==> config.mk <==
export PLATFORM = sky130hd
export DESIGN_NAME = gray_code_counter
export DESIGN_NICKNAME = d
export VERILOG_FILES = /design/src/rtl/gray_code_counter.sv
export SDC_FILE = /design/constraint.sdc
export NUM_CORES = 1
export LEC_CHECK = 0
export CAP_MARGIN = 20
export CORE_MARGIN = 2
export CORE_UTILIZATION = 45
export DETAILED_ROUTE_END_ITERATION = 12
export PLACE_DENSITY = 0.76
export REMOVE_ABC_BUFFERS = 1
export SLEW_MARGIN = 20
export SYNTH_ARGS = -nofsm -noshare
export SYNTH_HDL_FRONTEND = slang
export SYNTH_SLANG_ARGS = --single-unit
==> constraint.sdc <==
create_clock -name clk -period 2.1 [get_ports clk]
set_input_delay 0.42 -clock clk [delete_from_list [all_inputs] [get_ports clk]]
set_output_delay 0.42 -clock clk [all_outputs]
set_load 0.05 [all_outputs]
==> src/rtl/gray_code_counter.sv <==
// gray_code_counter: N-bit up/down counter publishing registered binary and Gray code.
// Define GRAY_CHECK_EN to add the sticky gray_err single-bit-change monitor.
module gray_code_counter #(
   parameter int N = 4,
   parameter int RESET_VALUE = 0
) (
   input  logic         clk,
   input  logic         rst,
   input  logic         en,
   input  logic         up,
   input  logic         load,
   input  logic [N-1:0] load_value,
   output logic [N-1:0] binary_value,
   output logic [N-1:0] gray_value,
   output logic         wrap
`ifdef GRAY_CHECK_EN
   ,
   output logic         gray_err
`endif
);
   localparam logic [N-1:0] RV = N'(RESET_VALUE);
   logic [N-1:0] next_bin, next_gray, load_gray;
   logic         step_wrap;
   always_comb begin
      next_bin  = up ? binary_value + N'(1) : binary_value - N'(1);
      next_gray = next_bin ^ (next_bin >> 1);
      load_gray = load_value ^ (load_value >> 1);
      step_wrap = up ? &binary_value : ~|binary_value;
   end
   always_ff @(posedge clk) begin
      if (rst) begin
         binary_value <= RV;
         gray_value   <= RV ^ (RV >> 1);
         wrap         <= 1'b0;
      end else if (load) begin
         binary_value <= load_value;
         gray_value   <= load_gray;
         wrap         <= 1'b0;
      end else if (en) begin
         binary_value <= next_bin;
         gray_value   <= next_gray;
         wrap         <= step_wrap;
      end else begin
         wrap         <= 1'b0;
      end
   end
`ifdef GRAY_CHECK_EN
   // Compare the stepped code against the code actually held, so a corrupted register is caught
   logic [N-1:0] diff;
   always_comb diff = next_gray ^ gray_value;
   always_ff @(posedge clk) begin
      if (rst) gray_err <= 1'b0;
      else if (en && !load && (diff == '0 || (diff & (diff - N'(1))) != '0)) gray_err <= 1'b1;
   end
`endif
endmodule
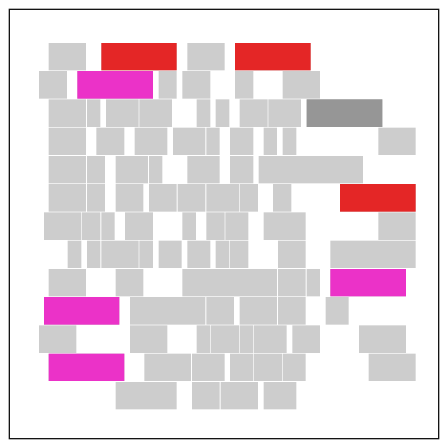
registers.png
binary_value: shown in magenta, flops 4. gray_value: shown in red, flops 3.
Another 1 sequential cells are not coloured.
flop share of the area: 18.23%
Reg area: 160.2 um^2

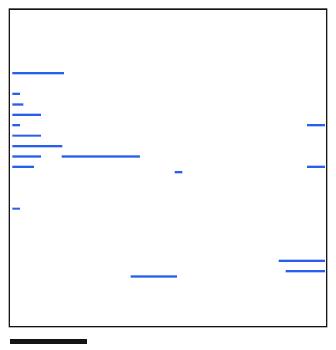
met3.png
The bar under the picture is 10 um long.
The wires run mostly horizontal. The layer holds 4.2% of the routed length. The longest straight run is 9.90 um. 15 nets have wire on it.

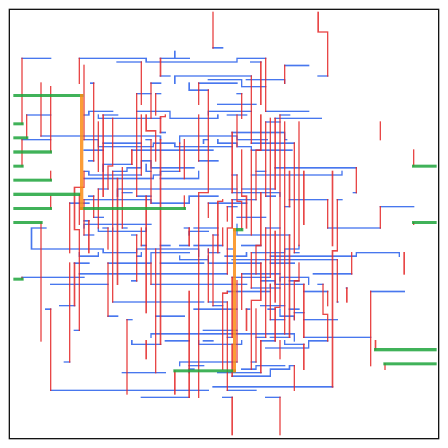
metal_stack.png
met2: shown in red, wire length 715 um. met1: shown in blue, wire length 631 um. met4: shown in orange, wire length 24.5 um. met3: shown in green, wire length 59.8 um.
total routed wirelength: 1429 um
DR vias: 602
Total Routing Usage GR: 21.78%
WL per Instance: 13.11 um

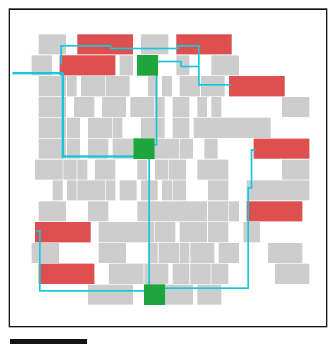
clock_map.png
The bar under the picture is 10 um long.
cells driving clock nets: shown in green, count 3. clock wires: shown in cyan, length 152 um. flip-flops: shown in red, count 8.
There are 4 routed clock nets. Position of the flops: all over the die.

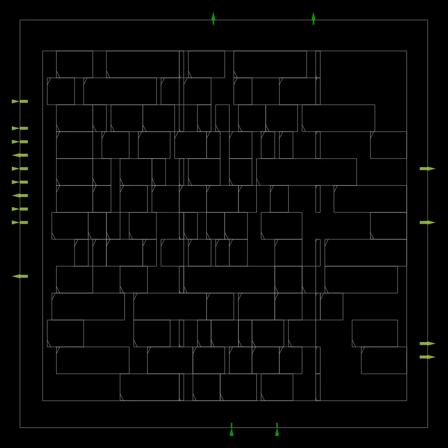
final_placement.png
TAP cells: 15
total core area: 1301 um^2

==> impl_metrics.yaml <==
# flow metrics
outcome:
  status: "complete, no violations"
critical_path:
  start_kind: "flop"
  cpMaxStageDelayCell: "clkdlybuf4s50_1"
  cp_cell_sequence: "clkdlybuf4s50_1"
  worstSetupEndpointType: "output port"
  crit_required_ns: 1.68
  critPathTopFamily: "buffers and inverters"
  worst_ep_arrival_time_ns: 1.54
  critPathMaxStageDelay_ns: 0.85
  critPathBufInv: 1
  crit_type: "reg -> out"
  reg2reg_slack_ns: 0.33
sta:
  fin_crit_ns: 1.959
  period_used_pct: 93.28
  finalMaxSlewViolations: 0
  hold_viol: 0
  setup_viol_count_final: 0
  worstMarginPinSlew_ns: 0.4990
  slew-limit-headroom_pct: 66.68
  final.setup_skew_ns: 0.005298
  fmax_mhz: 510.5
logic_synthesis:
  synthDistinctLibCells: 35
  synthAdderAreaFrac_pct: 7.229
  synthCells: 72
  ys.flop_type: "dfxtp_1"
  ys_seq_share_pct: 25.70
  ys_area_um2: 623.1
  async_flop_share_pct: 0
  ys_ff: 8
  logic_family: "simple AND/OR/NAND/NOR gates"
  syn_area_um2: 623.1
  ys_sh_simple_pct: 23.09
  ys_cells: 72
  synth.avg_cell_area_um2: 8.654
  ys_warn_count: 0
  mux_share_pct: 1.606
  edf_count: 0
job:
  max_cap_violations: 0
clock_tree:
  clk_pin_slew_ns: 0.06
  numCtsBuffers: 3
  post-cts-setup-buffer-count: 0
  cts.sinks: 8
  clk_latency_ns: 0.26
  tritoncts: "yes"
  cts_root_buf: "clkbuf_4"
  cts_hold_buf: 0
  htreeDepth: 1
grt:
  grt.met2_usage_pct: 38.67
  grtUsageMet3_pct: 4.348
  gr-total-overflow: 0
  grt_pass1_wl_um: 2359
  grt_use_met1_pct: 22.44
  antenna_found_initial: 0
  grt_pass1_vias: 581
  grt_busiest_layer: "met2"
  grt_max_degree: 12
place:
  port_buffers: 17
  placed_area_um2: 832.0
  dpl.hpwl_um: 1079
  gp_congestion: 0.7972
drt:
  post-route-drc-count: 0
  dr.pass1.iters: 3
  viasPerCell: 5.523
  drt_iter0_drc: 2
  ant_nets: 0
worst_hold_path:
  hp-class: "reg -> reg"
floorplanning:
  fp_util_pct: 47.88
  die_w_um: 41.21
  rows: 13
  die_y_um: 41.21
  io_pins: 18
  die_area_um2: 1698
final_layout:
  fillCellCount: 138
  synthToLayoutAreaGrowth_pct: 40.96
  post-route-util_pct: 67.50
  fin_nets: 108
  diodes: 0
  mostFrequentLayoutCell: "clkdlybuf4s50_1"
  fin_area_um2: 878.3
pwr:
  p_leak_nw: 0.3888
  p_per_area_nw_per_um2: 631.0
  vdd_drop_max_mv: 0.3509
## synth_stat cells, types with 2 or more instances
cell type | n | area (um^2)
clkbuf_1 | 2 | 7.510
nor3_1 | 2 | 10.01
a211oi_1 | 3 | 22.52
xor2_1 | 4 | 35.03
a21oi_1 | 7 | 35.03
xnor2_1 | 3 | 26.28
dfxtp_1 | 8 | 160.2
inv_1 | 4 | 15.01
nand2_1 | 5 | 18.77
nor2b_1 | 2 | 12.51
nor2_1 | 7 | 26.28
ha_1 | 2 | 25.02
## per-stage QoR
stage / power (mW) / setup WS [ns] / hold WS [ns] / TNS (ns) / instances
finish: 0.5542 / 0.1410 / 0.5454 / 0 / 109
global route: 0.5910 / 0.05145 / 0.5868 / 0 / 109
CTS: 0.5609 / 0.04811 / 0.5515 / 0 / 109
detailed placement: 0.4264 / -0.4394 / 0.5442 / -1.747 / 106
global placement: 0.4248 / -0.3762 / 0.5325 / -1.509 / 106
floorplan: 0.3398 / 0.04022 / 0.4843 / 0 / 67
## final timing paths
check	from	to	depth (start not counted)
worst max-delay path	binary_value[1]$_SDFFE_PP0P_	binary_value[1]	1
worst min-delay path	gray_value[0]$_SDFFE_PP0P_	gray_value[0]$_SDFFE_PP0P_	2
worst max register to register	binary_value[2]$_SDFFE_PP0P_	binary_value[3]$_SDFFE_PP0P_	5
worst min register to register	gray_value[0]$_SDFFE_PP0P_	gray_value[0]$_SDFFE_PP0P_	2
## where the power goes
part	internal [mW]	switching, mW
sequential	0.166	0.0139
clock	0.0657	0.0561
combinational	0.116	0.137
## sequential cells by signal (all words and copies together) (netlist names)
register,cells
binary_value,4
gray_value,3
wrap,1
## metal layers
layer	up-vias	share of wire (%)	routed length, um
met5	-	0	0
met4	0	1.7	24
met3	4	4.1	59
met2	16	50	714
met1	280	44	630
li1	302	-	-
## what timing repair did
action | in CTS | in global routing
setup endpoints to repair | 3 | 2
endpoints found under the hold margin | 0 | 0
resized | 4 | 2
pin swaps | 2 | 0
## cells by family (layout without fill, tap and decap cells)
family	after synthesis	in the layout
and+or+nand+nor	26	26
muxes	1	1
buffers and inverters	9	31
DFF	8	8
adders and majority gates	3	3
AOI/OAI and AO/OA	17	17
xor gates and xnor gates	8	8
## layout make-up
class / instances / area share [%]
multi-input cells: 55 / 49.86
flip-flops and latches: 8 / 18.23
repair buffers: 24 / 25.50
clock buffers: 3 / 2.564
well taps: 15 / 2.137
inverters: 4 / 1.709
No activity file was given, so power comes from the tool's default toggle rates.
